Fig. 1: run 1, where the registers sit
Drawn at 3 px/um.
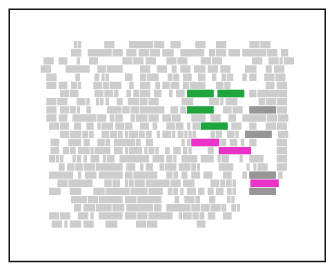
Fig. 2: run 1, congestion heat map
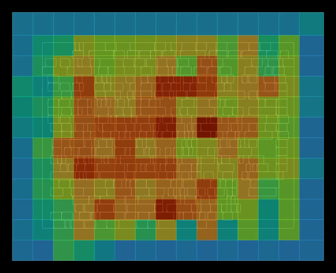
Fig. 3: run 1, routed clock nets over the placement
Drawn at 4 px/um.
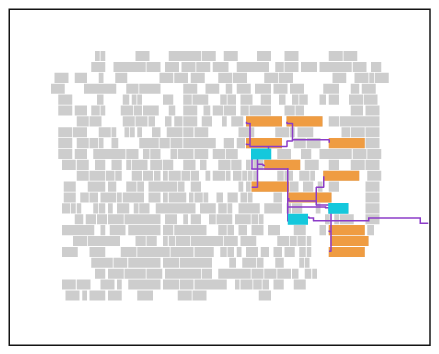
**src/rtl/sel_mux_reg.sv**
```systemverilog
// sel_mux_reg: registered N:1 channel selector with direct select and masked round-robin scan.
// Output word, channel tag, valid pulse and select error are all registered.
module sel_mux_reg #(
   parameter int WIDTH    = 4,
   parameter int CHANNELS = 8
) (
   input  logic                      clk,
   input  logic                      rst_n,
   input  logic [CHANNELS*WIDTH-1:0] in_bus,
   input  logic [$clog2(CHANNELS)-1:0] sel,
   input  logic                      mode,
   input  logic                      en,
   input  logic [CHANNELS-1:0]       mask,
   output logic [WIDTH-1:0]          out_data,
   output logic [$clog2(CHANNELS)-1:0] out_ch,
   output logic                      out_valid,
   output logic                      sel_err
);
   localparam int SEL_W = $clog2(CHANNELS);
   localparam int SW1 = SEL_W + 1;
   localparam logic [SW1-1:0] CH = SW1'(CHANNELS);
   logic [WIDTH-1:0] ch [CHANNELS];
   logic [SEL_W-1:0] ptr, nxt, idx;
   logic [SW1-1:0] sum;
   logic hit, sel_ok;
   for (genvar g = 0; g < CHANNELS; g++) begin : g_ch
      assign ch[g] = in_bus[g*WIDTH +: WIDTH];
   end
   assign sel_ok = {1'b0, sel} < CH;
   // Walk from farthest to nearest so the nearest eligible channel after ptr wins; ptr itself is checked last.
   always_comb begin
      nxt = ptr;
      hit = 1'b0;
      sum = '0;
      idx = '0;
      for (int i = CHANNELS; i >= 1; i--) begin
         sum = {1'b0, ptr} + SW1'(i);
         idx = SEL_W'(sum >= CH ? sum - CH : sum);
         if (mask[idx]) begin
            nxt = idx;
            hit = 1'b1;
         end
      end
   end
   always_ff @(posedge clk or negedge rst_n) begin
      if (!rst_n) begin
         out_data  <= '0;
         out_ch    <= '0;
         out_valid <= 1'b0;
         sel_err   <= 1'b0;
         ptr       <= SEL_W'(CHANNELS - 1);
      end else begin
         out_valid <= 1'b0;
         sel_err   <= 1'b0;
         if (en && !mode) begin
            out_valid <= 1'b1;
            out_ch    <= sel;
            out_data  <= sel_ok ? ch[sel] : '0;
            sel_err   <= !sel_ok;
            if (sel_ok) ptr <= sel;
         end else if (en && hit) begin
            out_valid <= 1'b1;
            out_ch    <= nxt;
            out_data  <= ch[nxt];
            ptr       <= nxt;
         end
      end
   end
endmodule
```
**config.mk**
```make
export PLATFORM = sky130hd
export DESIGN_NAME = sel_mux_reg
export DESIGN_NICKNAME = d
export VERILOG_FILES = /design/src/rtl/sel_mux_reg.sv
export SDC_FILE = /design/constraint.sdc
export NUM_CORES = 1
export LEC_CHECK = 0
export CAP_MARGIN = 10
export CORE_ASPECT_RATIO = 0.75
export CORE_MARGIN = 10
export CORE_UTILIZATION = 48
export DETAILED_ROUTE_END_ITERATION = 8
export GPL_TIMING_DRIVEN = 0
export PLACE_DENSITY_LB_ADDON = 0.1
export SYNTH_ARGS = -nofsm -noshare
export SYNTH_HDL_FRONTEND = slang
export SYNTH_SLANG_ARGS = --single-unit
```
**constraint.sdc**
```tcl
create_clock -name clk -period 4 [get_ports clk]
set_clock_uncertainty 0.05 [all_clocks]
set_input_delay 0.6 -clock clk [delete_from_list [all_inputs] [get_ports clk]]
set_output_delay 0.6 -clock clk [all_outputs]
set_load 0.02 [all_outputs]
```
==> out/results.ini, run 1 <==
[status]
status = finished, final reports clean

[detailed_routing]
drt_iter0_drc = 334
drc_errors = 0
route.met3.wl_um = 966
vias_per_cell = 6.85

[global_routing]
grt_start_max_net_pins = 17
grt-ovfl-total = 0
grt_util_met1_pct = 28.8

[critical_path]
cp-end-kind = flip-flop
crit_chain = buf_8 > clkinvlp_4 > buf_8 > ha_4 > clkbuf_16 > mux2_2 > mux4_2 > a32o_2 > and3_4 > or2_1 > buf_6 > a2111o_1 > a21oi_1 > a211oi_1
path_depth = 14
max_stage_delay_ns = 0.55
r2r_cells = 14
critPathLaunch = ptr[0]$_DFFE_PN1P_

[floorplan]
dieArea_mm2 = 0.00876
io_pins = 56

[min_path]
holdPathEnd = out_ch[0]$_DFFE_PN0P_
hp-start = out_ch[0]$_DFFE_PN0P_

[layout]
regArea_um2 = 283
finalNetCount = 414
drive_above_1_share_pct = 26.4
largest_class = logic gates
nClkBuffers = 4
comb_share_pct = 63.9

[clocking]
cts_buffer_depth = 2
cts_tree = built

[job]
warning_count = 27

[final_timing]
fmax_ghz = 0.253
report.final.slew_viol_count = 0
timing_hold_violations_final = 0
finalSetupTns_ns = 0

[synth]
most_common_cell = mux2i_1
synth.cellmix.compoundShare_pct = 33.3
async_flop_share_pct = 100
numSynthFlops = 11

[place]
io_buffers = 50

## Picture notes: Fig. 1
| netlist name | color | sequential cells |
|---|---|---|
| out_data | green | 4 |
| ptr | magenta | 3 |
flop share of the area: 8.06%

## Picture notes: Fig. 2
Core Util, Final: 66.3%
gr usage total: 19.6%
GR peak layer: met1
grt met3 use: 4.94%
wire per inst: 21.7 um

## Picture notes: Fig. 3
[clock wires] purple | length: 167 um
[flip-flops] orange | count: 11
[clock drivers] cyan | count: 3
routed clock nets: 4
clk_lat worst skew: 0.24 ns

==> run 1 -> run 2 <==
--- a/config.mk
+++ b/config.mk
@@ -12,6 +12,7 @@
 export DETAILED_ROUTE_END_ITERATION = 8
 export GPL_TIMING_DRIVEN = 0
 export PLACE_DENSITY_LB_ADDON = 0.1
+export SLEW_MARGIN = 20
 export SYNTH_ARGS = -nofsm -noshare
 export SYNTH_HDL_FRONTEND = slang
 export SYNTH_SLANG_ARGS = --single-unit
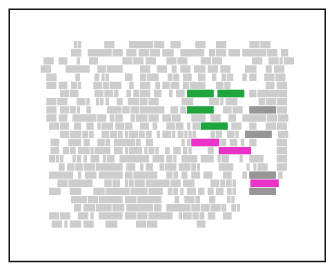
Fig. 4. Where the registers sit (run 2).
Drawn at 3 px/um.
| netlist name | color | sequential cells |
|---|---|---|
| out_data | green | 4 |
| ptr | magenta | 3 |
not colored: 4
Storage cell area: 283 um^2

==> run 2 against run 1 <==
Non-clock buffer count did not move. Sequential cell count did not move. Sequential share of layout area unchanged. Routed wire length stayed put. Critical path depth is the same. Global-route usage unchanged. Die size unchanged. Hold slack stayed put. Critical endpoint unchanged.
==> out/results.ini, run 2 <==
[layout]
drive_above_1_share_pct = 26.4  ; unchanged
finalNetCount = 414  ; unchanged
seq-cell-share_pct = 8.06  ; unchanged
nClkBuffers = 4  ; unchanged
comb_share_pct = 63.9  ; unchanged

[global_routing]
grt-ovfl-total = 0  ; unchanged
grt_start_max_net_pins = 17  ; unchanged
grt_util_all_layers_pct = 19.6  ; unchanged
use_met3_pct = 4.94  ; unchanged
grt_util_met1_pct = 28.8  ; unchanged

[detailed_routing]
post_drt_wl_per_cell_um = 21.7  ; unchanged
route.met3.wl_um = 966  ; unchanged
vias_per_cell = 6.85  ; unchanged
drt_iter0_drc = 334  ; unchanged
drc_errors = 0  ; unchanged

[final_timing]
report.final.slew_viol_count = 0  ; unchanged
timing_hold_violations_final = 0  ; unchanged
finalSetupTns_ns = 0  ; unchanged

[synth]
synth.cellmix.compoundShare_pct = 33.3  ; unchanged
async_flop_share_pct = 100  ; unchanged
most_common_cell = mux2i_1

[critical_path]
critPathLaunch = ptr[0]$_DFFE_PN1P_
path_depth = 14  ; unchanged
cp-end-kind = flip-flop
r2r_cells = 14  ; unchanged
crit_chain = buf_8 > clkinvlp_4 > buf_8 > ha_4 > clkbuf_16 > mux2_2 > mux4_2 > a32o_2 > and3_4 > or2_1 > buf_6 > a2111o_1 > a21oi_1 > a211oi_1

[place]
io_buffers = 50  ; unchanged
placed_cell_area_mm2 = 0.00318

[status]
status = finished, final reports clean

[clocking]
cts_tree = built
cts_buffer_depth = 2  ; unchanged

[job]
warning_count = 27  ; unchanged

[floorplan]
io_pins = 56  ; unchanged
dieArea_mm2 = 0.00876  ; unchanged

[min_path]
hp-start = out_ch[0]$_DFFE_PN0P_
holdPathEnd = out_ch[0]$_DFFE_PN0P_

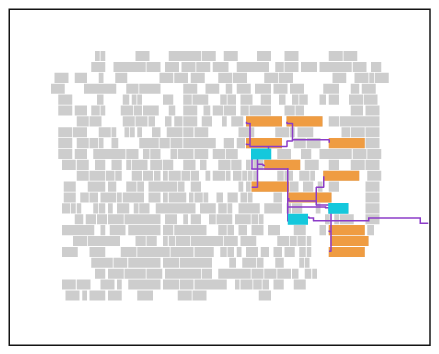
Fig. 5. Routed clock nets over the placement (run 2).
Drawn at 4 px/um.
[flip-flops] orange | count: 11
[clock wires] purple | length: 167 um
[clock drivers] cyan | count: 3
routed clock nets: 4

